File: src/rtl/tone_decoder_if.sv
// Decoder-to-drive-FSM handshake: confirmed direction, per-channel presence and the consumer acknowledge.
interface tone_decoder_if;
   logic       tdAck;
   logic       tdEn;
   logic [1:0] tdDir;
   logic [4:0] tdPresent;

   modport master (input tdAck, output tdEn, output tdDir, output tdPresent);
   modport slave  (output tdAck, input tdEn, input tdDir, input tdPresent);
endinterface

File: src/rtl/tone_decoder.sv
// Tone direction decoder: counts comparator edges per window, qualifies a single direction tone
// over consecutive windows and holds the confirmed direction until the drive FSM acknowledges it.
module tone_decoder #(
   parameter int unsigned WINDOW_CYCLES   = 500_000,
   parameter int unsigned EDGE_MIN        = 5,
   parameter int unsigned EDGE_MAX        = 40,
   parameter int unsigned CONFIRM_WINDOWS = 3
) (
   input  logic           clk,
   input  logic           rst_n,
   input  logic           bp1,
   input  logic           bp2,
   input  logic           bp3,
   input  logic           bp4,
   input  logic           bp5,
   tone_decoder_if.master td
);

   localparam int unsigned NCH    = 5;
   localparam int unsigned CNT_W  = 8;
   localparam int unsigned WIN_W  = (WINDOW_CYCLES > 1) ? $clog2(WINDOW_CYCLES) : 1;
   localparam int unsigned CONF_W = $clog2(CONFIRM_WINDOWS + 1);

   typedef enum logic [1:0] {IDLE, CONFIRM, VALID, REARM} state_t;

   logic [NCH-1:0]   bp_raw;
   logic [NCH-1:0]   sync1, sync2, sync3;
   logic [NCH-1:0]   rise_c;
   logic [WIN_W-1:0] win_cnt;
   logic             win_end_c;
   logic [CNT_W-1:0] edge_cnt [NCH];
   logic [NCH-1:0]   present_c;
   logic             cand_hit_c;
   logic [1:0]       idx_c;
   logic             conf_last_c;

   state_t           state, state_nxt;
   logic [1:0]       cand, cand_nxt;
   logic [CONF_W-1:0] conf_cnt, conf_nxt;
   logic             en_nxt;
   logic [1:0]       dir_nxt;

   assign bp_raw = {bp5, bp4, bp3, bp2, bp1};

   // Two-flop synchronizer plus one history stage for rising-edge detection
   always_ff @(posedge clk) begin
      if (!rst_n) begin
         sync1 <= '0;
         sync2 <= '0;
         sync3 <= '0;
      end else begin
         sync1 <= bp_raw;
         sync2 <= sync1;
         sync3 <= sync2;
      end
   end

   assign rise_c    = sync2 & ~sync3;
   assign win_end_c = (win_cnt == WIN_W'(WINDOW_CYCLES - 1));

   always_ff @(posedge clk) begin
      if (!rst_n)         win_cnt <= '0;
      else if (win_end_c) win_cnt <= '0;
      else                win_cnt <= win_cnt + 1'b1;
   end

   // An edge landing on the window boundary belongs to the next window
   always_ff @(posedge clk) begin
      if (!rst_n) begin
         for (int i = 0; i < NCH; i++) edge_cnt[i] <= '0;
      end else begin
         for (int i = 0; i < NCH; i++) begin
            if (win_end_c)
               edge_cnt[i] <= CNT_W'(rise_c[i]);
            else if (rise_c[i] && (edge_cnt[i] != {CNT_W{1'b1}}))
               edge_cnt[i] <= edge_cnt[i] + 1'b1;
         end
      end
   end

   always_comb begin
      present_c = '0;
      for (int i = 0; i < NCH; i++)
         present_c[i] = (32'(edge_cnt[i]) >= EDGE_MIN) && (32'(edge_cnt[i]) <= EDGE_MAX);
   end

   always_ff @(posedge clk) begin
      if (!rst_n)         td.tdPresent <= '0;
      else if (win_end_c) td.tdPresent <= present_c;
   end

   // Exactly one direction tone and no broadband guard tone
   always_comb begin
      idx_c = 2'd0;
      case (present_c[3:0])
         4'b0010: idx_c = 2'd1;
         4'b0100: idx_c = 2'd2;
         4'b1000: idx_c = 2'd3;
         default: idx_c = 2'd0;
      endcase
   end

   assign cand_hit_c  = !present_c[4] && $onehot(present_c[3:0]);
   assign conf_last_c = ((32'(conf_cnt) + 32'd1) == CONFIRM_WINDOWS);

   always_ff @(posedge clk) begin
      if (!rst_n) begin
         state     <= IDLE;
         cand      <= '0;
         conf_cnt  <= '0;
         td.tdEn   <= 1'b0;
         td.tdDir  <= '0;
      end else begin
         state     <= state_nxt;
         cand      <= cand_nxt;
         conf_cnt  <= conf_nxt;
         td.tdEn   <= en_nxt;
         td.tdDir  <= dir_nxt;
      end
   end

   always_comb begin
      state_nxt = state;
      unique case (state)
         IDLE:    if (win_end_c && cand_hit_c) state_nxt = CONFIRM;
         CONFIRM: begin
            if (win_end_c) begin
               if (!cand_hit_c)                      state_nxt = IDLE;
               else if (idx_c == cand && conf_last_c) state_nxt = VALID;
            end
         end
         VALID:   if (td.tdAck) state_nxt = REARM;
         REARM:   if (win_end_c && (present_c == '0)) state_nxt = IDLE;
         default: state_nxt = IDLE;
      endcase
   end

   // Acknowledge in VALID wins over a coinciding window end
   always_comb begin
      cand_nxt = cand;
      conf_nxt = conf_cnt;
      en_nxt   = td.tdEn;
      dir_nxt  = td.tdDir;
      unique case (state)
         IDLE: begin
            if (win_end_c && cand_hit_c) begin
               cand_nxt = idx_c;
               conf_nxt = CONF_W'(1);
            end
         end
         CONFIRM: begin
            if (win_end_c) begin
               if (!cand_hit_c) begin
                  conf_nxt = '0;
               end else if (idx_c == cand) begin
                  conf_nxt = conf_cnt + 1'b1;
                  if (conf_last_c) begin
                     en_nxt  = 1'b1;
                     dir_nxt = cand;
                  end
               end else begin
                  cand_nxt = idx_c;
                  conf_nxt = CONF_W'(1);
               end
            end
         end
         VALID:   if (td.tdAck) en_nxt = 1'b0;
         REARM:   en_nxt = 1'b0;
         default: en_nxt = 1'b0;
      endcase
   end

endmodule
File: src/flat_wrapper.sv
// flat-port wrapper written by rule: the top's interface ports become plain ports
module tone_decoder_flat 
#(
   parameter int unsigned WINDOW_CYCLES   = 500_000,
   parameter int unsigned EDGE_MIN        = 5,
   parameter int unsigned EDGE_MAX        = 40,
   parameter int unsigned CONFIRM_WINDOWS = 3
)
  (clk, rst_n, bp1, bp2, bp3, bp4, bp5, td_tdAck, td_tdEn, td_tdDir, td_tdPresent);
  tone_decoder_if td_i ();
  input  logic clk;
  input  logic rst_n;
  input  logic bp1;
  input  logic bp2;
  input  logic bp3;
  input  logic bp4;
  input  logic bp5;
  input wire logic [$bits(td_i.tdAck)-1:0] td_tdAck;
  output wire logic [$bits(td_i.tdEn)-1:0] td_tdEn;
  output wire logic [$bits(td_i.tdDir)-1:0] td_tdDir;
  output wire logic [$bits(td_i.tdPresent)-1:0] td_tdPresent;
  assign td_i.tdAck = td_tdAck;
  assign td_tdEn = td_i.tdEn;
  assign td_tdDir = td_i.tdDir;
  assign td_tdPresent = td_i.tdPresent;
  tone_decoder #(.WINDOW_CYCLES(WINDOW_CYCLES), .EDGE_MIN(EDGE_MIN), .EDGE_MAX(EDGE_MAX), .CONFIRM_WINDOWS(CONFIRM_WINDOWS)) u_core (.clk(clk), .rst_n(rst_n), .bp1(bp1), .bp2(bp2), .bp3(bp3), .bp4(bp4), .bp5(bp5), .td(td_i));
endmodule
File: config.mk
export PLATFORM = sky130hd
export DESIGN_NAME = tone_decoder_flat
export DESIGN_NICKNAME = d
export VERILOG_FILES = /design/src/rtl/tone_decoder_if.sv /design/src/rtl/tone_decoder.sv /design/src/flat_wrapper.sv
export SDC_FILE = /design/constraint.sdc
export NUM_CORES = 1
export LEC_CHECK = 0
export ABC_AREA = 1
export CORE_AREA = 10 10 101 103
export CTS_CLUSTER_SIZE = 8
export DETAILED_ROUTE_END_ITERATION = 7
export DIE_AREA = 0 0 111 113
export PLACE_DENSITY = 0.88
export REMOVE_ABC_BUFFERS = 1
export SKIP_LAST_GASP = 1
export SYNTH_ARGS = -nofsm -noshare
export SYNTH_HDL_FRONTEND = slang
export SYNTH_SLANG_ARGS = --single-unit
File: constraint.sdc
create_clock -name clk -period 4.3 [get_ports clk]
set_clock_uncertainty 0.15 [all_clocks]
set_input_delay 0.86 -clock clk [delete_from_list [all_inputs] [get_ports clk]]
set_output_delay 0.86 -clock clk [all_outputs]
set_load 0.01 [all_outputs]
==> images/metal_stack.png <==
The bar under the picture is 20 microns long. Only two layers are drawn.
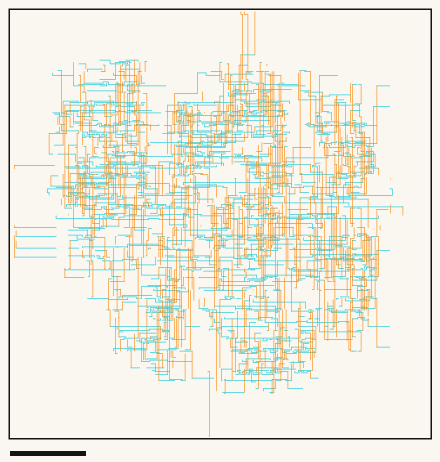
[cyan] met1 | wire length: 4,110 microns
[orange] met2 | wire length: 4,590 microns

==> images/pdn.png <==
The bar under the picture is 20 microns long. Pins as bars on the die edge.
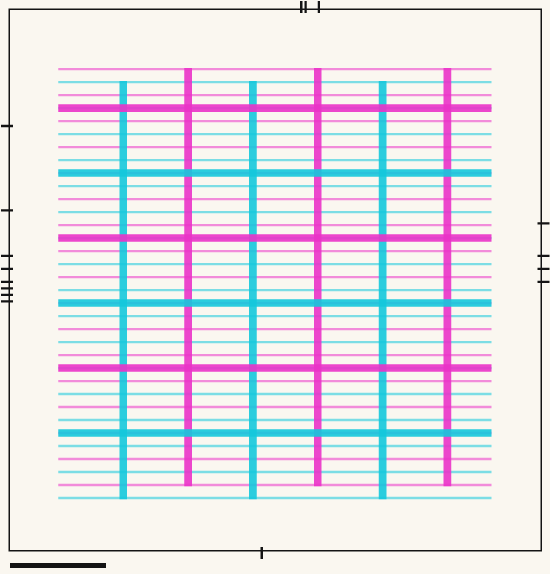
[magenta] VDD
[cyan] VSS
met4 straps: 6
met1 rails: 34
rows: 33

==> out/results.tsv <==
metric	value	unit
Layout Utilization	0.650	
H-tree Lvls	3	
synth-to-layout area growth	9.25	%
I/O pin count	16	
met3 Use GR	0.0238	
tool warnings	43	
Net Switching	0.000414	W
antenna violations before repair	0	
Int Power	0.00122	W
Post-Synth Simple-Gate Area	0.282	
CP peak stage delay	0.46	ns
GR Util met1	0.169	
routability-driven placement congestion ratio	0.906	
Synth Instances	585	
vias in the first global route	3658	
die x size	111	microns
first-pass detailed-route iteration total	4	
YS chip area	4840	sq um
crit-path leading delay family	simple AND/OR/NAND/NOR gates	
register clock-pin slew on the reported worst setup and hold paths	0.08	ns
# rows	33	
cells in synth_stat.txt	585	
final hold vios	0	
fin. max-slew vios	0	
status	finished, final reports clean	
Inverters	99	
Synth flops	88	
initial detailed-routing violation count	151	
Multi-input comb cells	391	
top cell category	multi-input combinational cells	
fmax	0.265	GHz
Max Cap Viol	0	
CP endpoint kind	flip-flop	
post-CTS sizing	0	
fa+ha+maj area frac	0.0765	
buffers outside the clock class	17	
logic area	2270	sq um
Top Layout Cells	nand2_1 (113), inv_1 (89), nor2_1 (69), dfxtp_1 (48), edfxtp_1 (40)	
Vias/cell	5.32	
area of the mapped netlist	4840	sq um
Bufs and invs on worst path	3	
Routed Wire Length	9.17	mm
Netlist cell types	41	
Worst EP arrival	3.91	ns
core area	8130	sq um
area share, top type	0.248	
clock network power share	0.331	
via count	3807	
Post-Syn Area per Cell	8.28	sq um
Comb pwr share	0.099	
Routed Antenna Nets	0	
Largest Register	u_core.edge_cnt	
sw frac	0.253	
XOR-XNOR Cells, Area Fraction	0.0380	
buffering overhead	0.0312	
==> images/met2.png <==
The bar under the picture is 20 microns long.
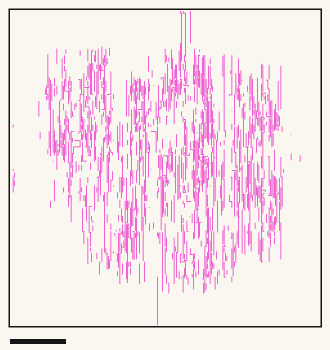
share of all routed wire: 50%
longest straight run: 27.5 microns
main direction: vertical
nets with wire on the layer: 526
wire length on this layer: 4,590 microns

==> images/final_clocks.png <==
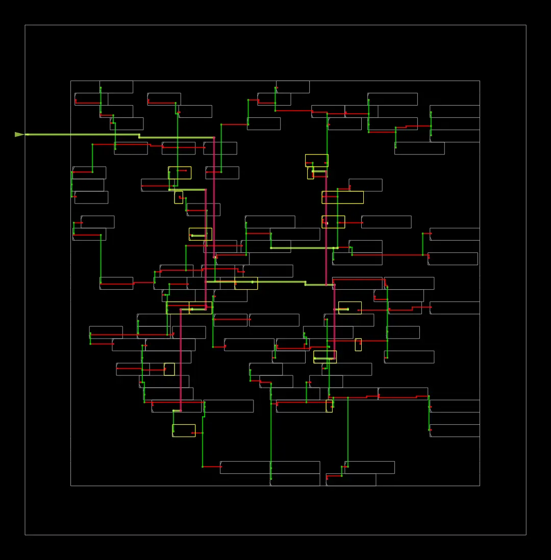
Clock Power: 0.000543 W
CTS Buf Count: 9
clock buffer count: 14
FF+latch count: 88
TritonCTS Sinks: 88

[through the flow]
stage / total power (W) / cells
finish: 0.00164 / 716
global route: 0.00172 / 716
CTS: 0.00165 / 716
detailed placement: 0.00111 / 700
global placement: 0.00110 / 700
floorplan: 0.00107 / 578
[path summary, 6_finish.rpt]
kind / startpoint / to / cells after the start
worst min register to register: u_core.sync1[3] / u_core.sync2[3] / 2
worst max register to register: u_core.edge_cnt[2][0] / u_core.state[0] / 18
worst max-delay path: u_core.edge_cnt[2][0] / u_core.state[0] / 18
worst min-delay path: u_core.sync1[3] / u_core.sync2[3] / 2
[power groups by stage]
| stage | clock network [W] | registers [W] | logic, W |
|---|---|---|---|
| floorplan | 0 | 0.000945 | 0.000120 |
| global placement | 0 | 0.000950 | 0.000152 |
| detailed placement | 0 | 0.000952 | 0.000160 |
| CTS | 0.000550 | 0.000933 | 0.000162 |
| global route | 0.000594 | 0.000938 | 0.000184 |
| finish | 0.000543 | 0.000934 | 0.000162 |
[Yosys cell counts, types with 2 or more instances]
master and instances:
xnor2_1 8, o21ai_0 16, buf_2 3, nor3_2 5, nand4_2 2, nand2_2 4
clkbuf_1 3, nor2_2 5, nand3_1 30, nand3_4 3, xor2_1 13, nand2_1 113
nor3_1 19, ha_1 28, a21o_1 2, o21ai_1 6, nand4_1 10, o211ai_1 3
nand3_2 7, a31oi_1 5, dfxtp_1 48, inv_2 10, nor2_4 2, nor3b_1 5
edfxtp_1 40, inv_1 89, and3_1 2, a21oi_1 23, nor2_1 69
[layer usage]
layer  vias to the layer above  routed length, microns  share of wire
met4                         0                     126          0.014
met1                      1782                    4110           0.45
li1                       1933                       -              -
met3                        16                     335          0.037
met5                         -                       0              0
met2                        76                    4590           0.50
No activity file was given, so power comes from the tool's default toggle rates.
